Figure 1. Met1 routing.
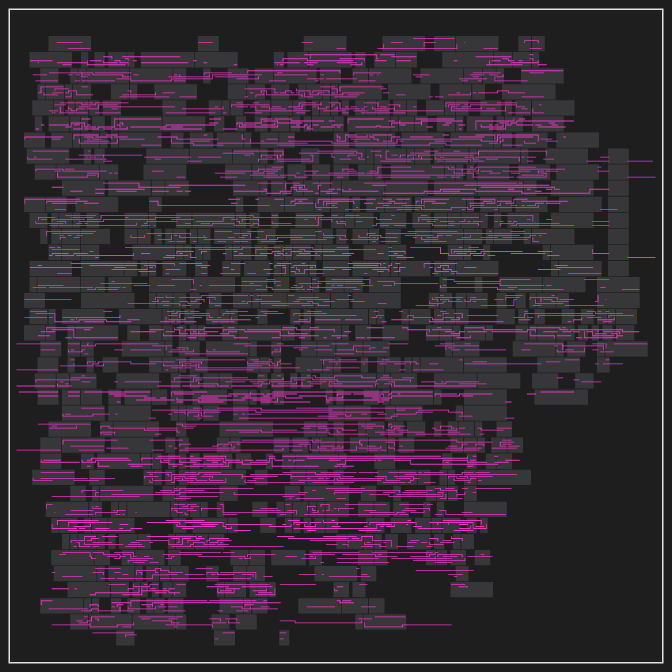
Figure 2. Metal 2.
Scale bar: 20 µm.
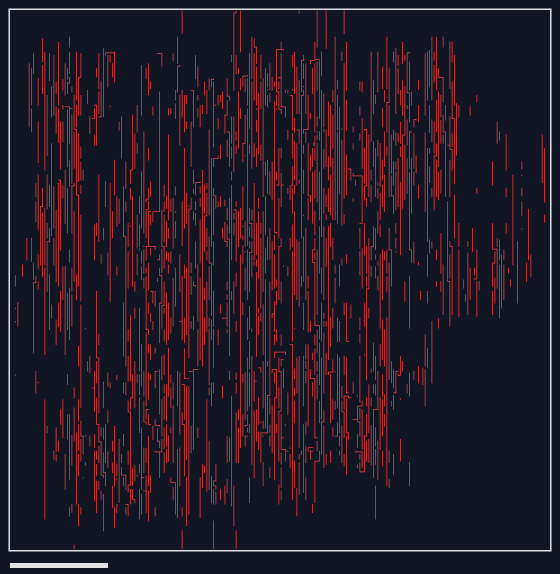
[src/rtl/camera_pattern_gen_if.sv]
// camera_pattern_gen_if
//   Camera conduit bundle between the pattern generator and its sink
//   (the soc_system camera_d/fval/lval inputs).
//   cam_d     12  pixel data, 0 whenever cam_lval = 0
//   cam_fval   1  frame valid
//   cam_lval   1  line valid, only high while cam_fval = 1
//   master: the generator (drives all three); slave: the sink.
interface camera_pattern_gen_if;
  logic [11:0] cam_d;
  logic        cam_fval;
  logic        cam_lval;

  modport master (output cam_d, output cam_fval, output cam_lval);
  modport slave  (input  cam_d, input  cam_fval, input  cam_lval);
endinterface

[src/rtl/camera_pattern_gen.sv]
// camera_pattern_gen
//   Emulates a 12-bit GRBG Bayer sensor with D5M-style frame/line timing so the
//   downstream edge-detection path sees deterministic frames during bring-up.
//   Every output is a register; the next-cycle values are computed together, so
//   a pixel's data appears on the same edge as its lval.
// Ports
//   clk          in   pixel clock (also fed to the camera_pixclk conduit)
//   reset        in   synchronous, active-high
//   enable       in   1 = generate frames back to back
//   pattern_sel  in   0 bars, 1 ramp, 2 checker, 3 moving diagonal
//   cam          if   master side of camera_pattern_gen_if (cam_d/fval/lval)
//   frame_count  out  completed frames, wraps 0xFFFF -> 0
//   busy         out  high from the first VBL cycle until IDLE is re-entered
module camera_pattern_gen #(
  parameter int ACTIVE_W  = 640,
  parameter int ACTIVE_H  = 480,
  parameter int HBLANK    = 160,
  parameter int VBLANK    = 45,
  parameter int FV_LEAD   = 4,
  parameter int FV_TRAIL  = 4,
  parameter int BAR_W     = 80,
  parameter int RAMP_STEP = 6
) (
  input  logic                       clk,
  input  logic                       reset,
  input  logic                       enable,
  input  logic [1:0]                 pattern_sel,
  camera_pattern_gen_if.master       cam,
  output logic [15:0]                frame_count,
  output logic                       busy
);

  typedef enum logic [2:0] {
    S_IDLE, S_VBL, S_LEAD, S_LINE, S_HBL, S_TRAIL
  } state_e;

  // One shared blanking counter, wide enough for the longest blanking state.
  localparam int BLK_A   = (VBLANK  > HBLANK)   ? VBLANK  : HBLANK;
  localparam int BLK_B   = (FV_LEAD > FV_TRAIL) ? FV_LEAD : FV_TRAIL;
  localparam int BLK_MAX = (BLK_A   > BLK_B)    ? BLK_A   : BLK_B;
  localparam int CW      = (BLK_MAX < 1) ? 1 : $clog2(BLK_MAX + 1);
  localparam int XW      = $clog2(ACTIVE_W + 1);
  localparam int YW      = $clog2(ACTIVE_H + 1);
  localparam int BW      = (BAR_W < 2) ? 1 : $clog2(BAR_W + 1);

  // A zero VBLANK still spends one cycle in VBL so the pattern latch has a slot.
  localparam logic [CW-1:0] VBL_LAST   = CW'((VBLANK   > 0) ? VBLANK   - 1 : 0);
  localparam logic [CW-1:0] LEAD_LAST  = CW'((FV_LEAD  > 0) ? FV_LEAD  - 1 : 0);
  localparam logic [CW-1:0] HBL_LAST   = CW'((HBLANK   > 0) ? HBLANK   - 1 : 0);
  localparam logic [CW-1:0] TRAIL_LAST = CW'((FV_TRAIL > 0) ? FV_TRAIL - 1 : 0);
  localparam logic [XW-1:0] X_LAST     = XW'(ACTIVE_W - 1);
  localparam logic [YW-1:0] Y_LAST     = YW'(ACTIVE_H - 1);
  localparam logic [BW-1:0] BAR_LAST   = BW'((BAR_W > 0) ? BAR_W - 1 : 0);
  localparam logic [11:0]   STEP       = 12'(RAMP_STEP);

  state_e      state_q, state_d;
  logic [CW-1:0] cnt_q, cnt_d;
  logic [XW-1:0] x_q, x_d;
  logic [YW-1:0] y_q, y_d;
  logic [1:0]  sel_q, sel_d;
  logic [15:0] fc_lat_q, fc_lat_d;
  logic [15:0] frame_count_q, frame_count_d;
  logic [BW-1:0] bar_pos_q, bar_pos_d;
  logic [2:0]  bar_idx_q, bar_idx_d;
  logic [11:0] ramp_q, ramp_d;
  logic [11:0] d_q, d_d;
  logic        fval_q, fval_d;
  logic        lval_q, lval_d;
  logic        busy_q, busy_d;
  logic        frame_end;
  logic        frame_start;
  logic        line_start;
  logic [2:0]  rgb;
  logic        ch_bit;
  logic [15:0] xe, ye;
  logic [11:0] pix;

  // Frame/line sequencer.
  always_comb begin
    // NOTE: every variable assigned here gets a default first, so no path
    // leaves one unassigned and no latch is inferred.
    state_d   = state_q;
    cnt_d     = cnt_q;
    x_d       = x_q;
    y_d       = y_q;
    frame_end = 1'b0;
    case (state_q)
      S_IDLE: begin
        if (enable) begin
          state_d = S_VBL;
          cnt_d   = '0;
        end
      end
      S_VBL: begin
        if (cnt_q == VBL_LAST) begin
          cnt_d   = '0;
          x_d     = '0;
          y_d     = '0;
          state_d = (FV_LEAD > 0) ? S_LEAD : S_LINE;
        end else begin
          cnt_d = cnt_q + CW'(1);
        end
      end
      S_LEAD: begin
        if (cnt_q == LEAD_LAST) begin
          cnt_d   = '0;
          x_d     = '0;
          state_d = S_LINE;
        end else begin
          cnt_d = cnt_q + CW'(1);
        end
      end
      S_LINE: begin
        if (x_q == X_LAST) begin
          x_d = '0;
          if (y_q == Y_LAST) begin
            if (FV_TRAIL > 0) begin
              state_d = S_TRAIL;
            end else begin
              frame_end = 1'b1;
              state_d   = enable ? S_VBL : S_IDLE;
            end
          end else begin
            y_d     = y_q + YW'(1);
            state_d = (HBLANK > 0) ? S_HBL : S_LINE;
          end
        end else begin
          x_d = x_q + XW'(1);
        end
      end
      S_HBL: begin
        if (cnt_q == HBL_LAST) begin
          cnt_d   = '0;
          state_d = S_LINE;
        end else begin
          cnt_d = cnt_q + CW'(1);
        end
      end
      S_TRAIL: begin
        if (cnt_q == TRAIL_LAST) begin
          cnt_d     = '0;
          frame_end = 1'b1;
          state_d   = enable ? S_VBL : S_IDLE;
        end else begin
          cnt_d = cnt_q + CW'(1);
        end
      end
      default: state_d = S_IDLE;
    endcase
  end

  // Pattern select and frame number are frozen when the frame opens, so a
  // mid-frame pattern_sel change only affects the following frame.
  assign frame_start   = (state_q == S_VBL) && (state_d != S_VBL);
  assign sel_d         = frame_start ? pattern_sel   : sel_q;
  assign fc_lat_d      = frame_start ? frame_count_q : fc_lat_q;
  assign frame_count_d = frame_count_q + 16'(frame_end);

  // Pixel generators run one step ahead, indexed by x_d/y_d, so the data
  // register lines up with lval.
  assign line_start = (state_d == S_LINE) && (x_d == '0);

  always_comb begin
    bar_pos_d = bar_pos_q;
    bar_idx_d = bar_idx_q;
    ramp_d    = ramp_q;
    if (line_start) begin
      bar_pos_d = '0;
      bar_idx_d = '0;
      ramp_d    = '0;
    end else if (state_d == S_LINE) begin
      ramp_d = ramp_q + STEP;
      if (bar_pos_q == BAR_LAST) begin
        bar_pos_d = '0;
        bar_idx_d = (bar_idx_q == 3'd7) ? 3'd7 : bar_idx_q + 3'd1;
      end else begin
        bar_pos_d = bar_pos_q + BW'(1);
      end
    end
  end

  assign xe  = 16'(x_d);
  assign ye  = 16'(y_d);
  assign rgb = ~bar_idx_d;

  // GRBG mosaic: even rows G/R, odd rows B/G.
  always_comb begin
    case ({ye[0], xe[0]})
      2'b00:   ch_bit = rgb[1];
      2'b01:   ch_bit = rgb[2];
      2'b10:   ch_bit = rgb[0];
      default: ch_bit = rgb[1];
    endcase
  end

  always_comb begin
    case (sel_d)
      2'd0:    pix = {12{ch_bit}};
      2'd1:    pix = ramp_d;
      2'd2:    pix = (xe[3] ^ ye[3]) ? 12'hFFF : 12'h000;
      default: pix = 12'(xe + ye + fc_lat_d);
    endcase
  end

  assign fval_d = state_d inside {S_LEAD, S_LINE, S_HBL, S_TRAIL};
  assign lval_d = (state_d == S_LINE);
  assign d_d    = lval_d ? pix : 12'h000;
  assign busy_d = (state_d != S_IDLE);

  // NOTE: sequential state uses non-blocking assignments so every register
  // samples the pre-edge values regardless of statement order.
  always_ff @(posedge clk) begin
    if (reset) begin
      state_q       <= S_IDLE;
      cnt_q         <= '0;
      x_q           <= '0;
      y_q           <= '0;
      sel_q         <= '0;
      fc_lat_q      <= '0;
      frame_count_q <= '0;
      bar_pos_q     <= '0;
      bar_idx_q     <= '0;
      ramp_q        <= '0;
      d_q           <= '0;
      fval_q        <= 1'b0;
      lval_q        <= 1'b0;
      busy_q        <= 1'b0;
    end else begin
      state_q       <= state_d;
      cnt_q         <= cnt_d;
      x_q           <= x_d;
      y_q           <= y_d;
      sel_q         <= sel_d;
      fc_lat_q      <= fc_lat_d;
      frame_count_q <= frame_count_d;
      bar_pos_q     <= bar_pos_d;
      bar_idx_q     <= bar_idx_d;
      ramp_q        <= ramp_d;
      d_q           <= d_d;
      fval_q        <= fval_d;
      lval_q        <= lval_d;
      busy_q        <= busy_d;
    end
  end

  assign cam.cam_d    = d_q;
  assign cam.cam_fval = fval_q;
  assign cam.cam_lval = lval_q;
  assign frame_count  = frame_count_q;
  assign busy         = busy_q;

endmodule
[src/flat_wrapper.sv]
// flat-port wrapper written by rule: the top's interface ports become plain ports
module camera_pattern_gen_flat 
#(
  parameter int ACTIVE_W  = 640,
  parameter int ACTIVE_H  = 480,
  parameter int HBLANK    = 160,
  parameter int VBLANK    = 45,
  parameter int FV_LEAD   = 4,
  parameter int FV_TRAIL  = 4,
  parameter int BAR_W     = 80,
  parameter int RAMP_STEP = 6
)
  (clk, reset, enable, pattern_sel, frame_count, busy, cam_cam_d, cam_cam_fval, cam_cam_lval);
  camera_pattern_gen_if cam_i ();
  input  logic clk;
  input  logic reset;
  input  logic enable;
  input  logic [1:0] pattern_sel;
  output logic [15:0] frame_count;
  output logic busy;
  output wire logic [$bits(cam_i.cam_d)-1:0] cam_cam_d;
  output wire logic [$bits(cam_i.cam_fval)-1:0] cam_cam_fval;
  output wire logic [$bits(cam_i.cam_lval)-1:0] cam_cam_lval;
  assign cam_cam_d = cam_i.cam_d;
  assign cam_cam_fval = cam_i.cam_fval;
  assign cam_cam_lval = cam_i.cam_lval;
  camera_pattern_gen #(.ACTIVE_W(ACTIVE_W), .ACTIVE_H(ACTIVE_H), .HBLANK(HBLANK), .VBLANK(VBLANK), .FV_LEAD(FV_LEAD), .FV_TRAIL(FV_TRAIL), .BAR_W(BAR_W), .RAMP_STEP(RAMP_STEP)) u_core (.clk(clk), .reset(reset), .enable(enable), .pattern_sel(pattern_sel), .cam(cam_i), .frame_count(frame_count), .busy(busy));
endmodule
[config.mk]
export PLATFORM = sky130hd
export DESIGN_NAME = camera_pattern_gen_flat
export DESIGN_NICKNAME = d
export VERILOG_FILES = /design/src/rtl/camera_pattern_gen_if.sv /design/src/rtl/camera_pattern_gen.sv /design/src/flat_wrapper.sv
export SDC_FILE = /design/constraint.sdc
export NUM_CORES = 1
export LEC_CHECK = 0
export CAP_MARGIN = 20
export CORE_MARGIN = 2
export CORE_UTILIZATION = 50
export DETAILED_ROUTE_END_ITERATION = 6
export PLACE_DENSITY = 0.81
export SYNTH_ARGS = -nofsm -noshare
export SYNTH_HDL_FRONTEND = slang
export SYNTH_SLANG_ARGS = --single-unit
[constraint.sdc]
create_clock -name clk -period 5.1 [get_ports clk]
set_clock_uncertainty 0.15 [all_clocks]
set_input_delay 0.51 -clock clk [delete_from_list [all_inputs] [get_ports clk]]
set_output_delay 0.51 -clock clk [all_outputs]
set_load 0.02 [all_outputs]
==> qor.tcl <==
set qor(placed_area_um2) 6320
set qor(cpLargestDelayFamily) {AND-OR/OR-AND gates}
set qor(largest_register_ff_count) 16
set qor(post_synth_aoi_oai_area_pct) 17.0
set qor(ys_cells) 678
set qor(vias_in_the_first_global_route) 4999
set qor(r2r-end) {u_core.cam.cam_d[11]}
set qor(final_layout_size_suffix_gt1_share_pct) 14.3
set qor(global_route_wire_length_before_repair_mm) 23.9
set qor(portBuffers) 35
set qor(layout.area.top_class) {combinational gates}
set qor(fin_crit_sh_pct) 96.2
set qor(boundaryPins) 36
set qor(met3_length_um) 866
set qor(seq_power_share_pct) 52.9
set qor(met3_usage_pct) 5.71
set qor(hold_depth) 2
set qor(min_to) {u_core.ramp_q[0]}
set qor(wl_per_cell_um) 16.4
set qor(n_all_inverters) 32
set qor(power_combinational_mw) 0.0389
set qor(syn_area_um2) 5660
set qor(utilization_pct) 61.4
set qor(run_status) {finished, final reports clean}
set qor(remaining_drc_errors) 0
set qor(final_critical_path_setup_slack_ns) 0.195
set qor(top_layer_reached_by_signal_wires) {met4}
set qor(timing.critical_path.fanout_max) 6
set qor(synth.avg_cell_area_um2) 8.35
set qor(worst_ep_arrival_time_ns) 4.97
set qor(tritoncts) {done}
set qor(comb_cells) 524
set qor(r2r_cells) 22
set qor(worst_slew_pin_slew_ns) 0.937
set qor(area.combinational_um2) 3580
set qor(total_leakage_power_nw) 2.80
set qor(slew_viol_final) 0
set qor(r2r_start) {u_core.cnt_q[1]}
set qor(synthesis.nets) 716
set qor(cts.sink_count) 97
set qor(fp.dieArea_um2) 12200
set qor(clock_tree_area_fraction_pct) 4.08
set qor(yosys_most_used_dff) {sky130_fd_sc_hd__dfxtp_1}
set qor(synthesis.yosys.warnings) 0
set qor(netlist.top_cell.by_area) {sky130_fd_sc_hd__dfxtp_1}
set qor(fillers) 958
set qor(met2_wirelength_mm) 6.79
set qor(cts_buffers) 9
set qor(setup.worst_path.class) {reg -> reg}
set qor(num-clock-buffers) 11
set qor(stdcell_count) 881
set qor(reg2reg_slack_ns) 0.20
set qor(tap-cell-count) 140
set qor(grtUsageTotal_pct) 23.8
set qor(ys_sh_simple_pct) 26.2
set qor(ys_types) 66
set qor(power.density_cell_area_nw_per_um2) 215
set qor(number_of_search_and_repair_iterations_in_the_first_detailed_routing_pass) 4
set qor(buffers) 72
set qor(post_cts_buffers) 0
set qor(holdWs_ns) 0.320
set qor(syn-instance-count) 678
set qor(crit_cells) 22
set qor(timing.critical_path.slowest_cell_delay_ns) 0.50
set qor(areaGrowthSynthToFinish_pct) 18.6
set qor(lay_top_count) {sky130_fd_sc_hd__dfxtp_1}
set qor(cts-resized-gates) 9
set qor(ys.flops) 97
set qor(post_cts_hold_buffer_count) 0
set qor(buffer_area_share_pct) 9.28
set qor(pin_count_of_the_biggest_net_entering_global_routing) 37
set qor(preCtsSetupSlack_ns) -0.207
set qor(rows) 38
set qor(clk_pin_slew_worst_paths_ns) 0.07
set qor(power_sequential_mw) 0.763
set qor(hold_path_startpoint) {u_core.ramp_q[0]}
set qor(seq-cell-share_pct) 29.0
set qor(endpoint) {u_core.cam.cam_d[11]}
set qor(critPathCaptureType) {flip-flop}
set qor(stdcell_area_um2) 6710
set qor(top_cells_by_area) {sky130_fd_sc_hd__dfxtp_1, sky130_fd_sc_hd__ha_1, sky130_fd_sc_hd__nor2_1, sky130_fd_sc_hd__xor2_1, sky130_fd_sc_hd__nand2_1}
set qor(place.detailed.hpwl_mm) 10.7
set qor(crit_slowest_cell) {sky130_fd_sc_hd__or4b_4}
set qor(yosysChipArea_um2) 5660
set qor(min_path_type) {reg -> reg}
set qor(crit_path_cell_trace) {ha_1 > or4b_4 > nor3_4 > o21ai_4 > o21ai_0 > o21ai_1 > ha_1 > nor2b_2 > o21ai_1 > a21boi_1 > o21ai_1 > a21boi_1 > o21ai_1 > nand2b_1 > xor2_1 > ha_1 > and2_1 > a211oi_1 > or3_1 > xnor2_1 > o221ai_1 > a21oi_1}
set qor(drt_via_density) 5.80
set qor(worst_ir_drop_on_vdd_mv) 0.226
set qor(layer_carrying_the_most_global_route_usage) {met2}
set qor(crit_path_start) {u_core.cnt_q[1]}
set qor(finalNetCount) 774
set qor(initial_core_util_pct) 51.8
set qor(critPathMostFrequentCell) {sky130_fd_sc_hd__o21ai_1}
set qor(worst_skew_pair.late_latency_ns) 0.36
set qor(setup_violations) 0
set qor(async_flop_share_pct) 0
set qor(grt_antenna_before_repair) 0
set qor(clockRootBuffer) {sky130_fd_sc_hd__clkbuf_16}
set qor(cap_viol_max_count) 0
set qor(wl_met1_mm) 6.46
set qor(switching_share_pct) 22.6
set qor(final_layout_top_logic_cells) {sky130_fd_sc_hd__dfxtp_1, sky130_fd_sc_hd__nor2_1, sky130_fd_sc_hd__nand2_1}
set qor(place.detailed.instances) 860
set qor(topCombFamilyByArea) {simple AND/OR/NAND/NOR gates}
set qor(die_height_um) 110
set qor(width_of_the_chip_um) 110
set qor(pint_mw) 1.12
set qor(ant_nets) 0
set qor(crit_buf_inv) 0
set qor(globalRouteOverflowTotal) 0
set qor(sh_comb_area_pct) 53.3
About Figure 1:
share of all routed wire	45%
longest straight run	32.2 µm
main direction	horizontal

About Figure 2:
main direction	vertical
share of all routed wire	47%
wire length on this layer	6790 µm
nets with wire on the layer	684
detailed-route via count: 5107
met2 track demand over resource in global routing: 38.9%
Post-Route WL: 14.4 mm

[Yosys cell counts (all sizes together), types with 3 or more instances]
library cell / count
a211oi: 4
a21boi: 4
a21o: 5
a21oi: 37
a221oi: 12
a22oi: 5
a31oi: 4
and2: 7
and3: 10
and4: 4
buf: 7
clkbuf: 18
dfxtp: 97
ha: 31
inv: 31
mux2: 8
mux2i: 6
nand2: 69
nand2b: 8
nand3: 21
nand3b: 6
nand4: 13
nor2: 77
nor2b: 41
nor3: 12
nor3b: 3
nor4b: 3
o21a: 3
o21ai: 38
o21bai: 3
o22ai: 3
o31ai: 5
or3: 6
xnor2: 24
xor2: 30
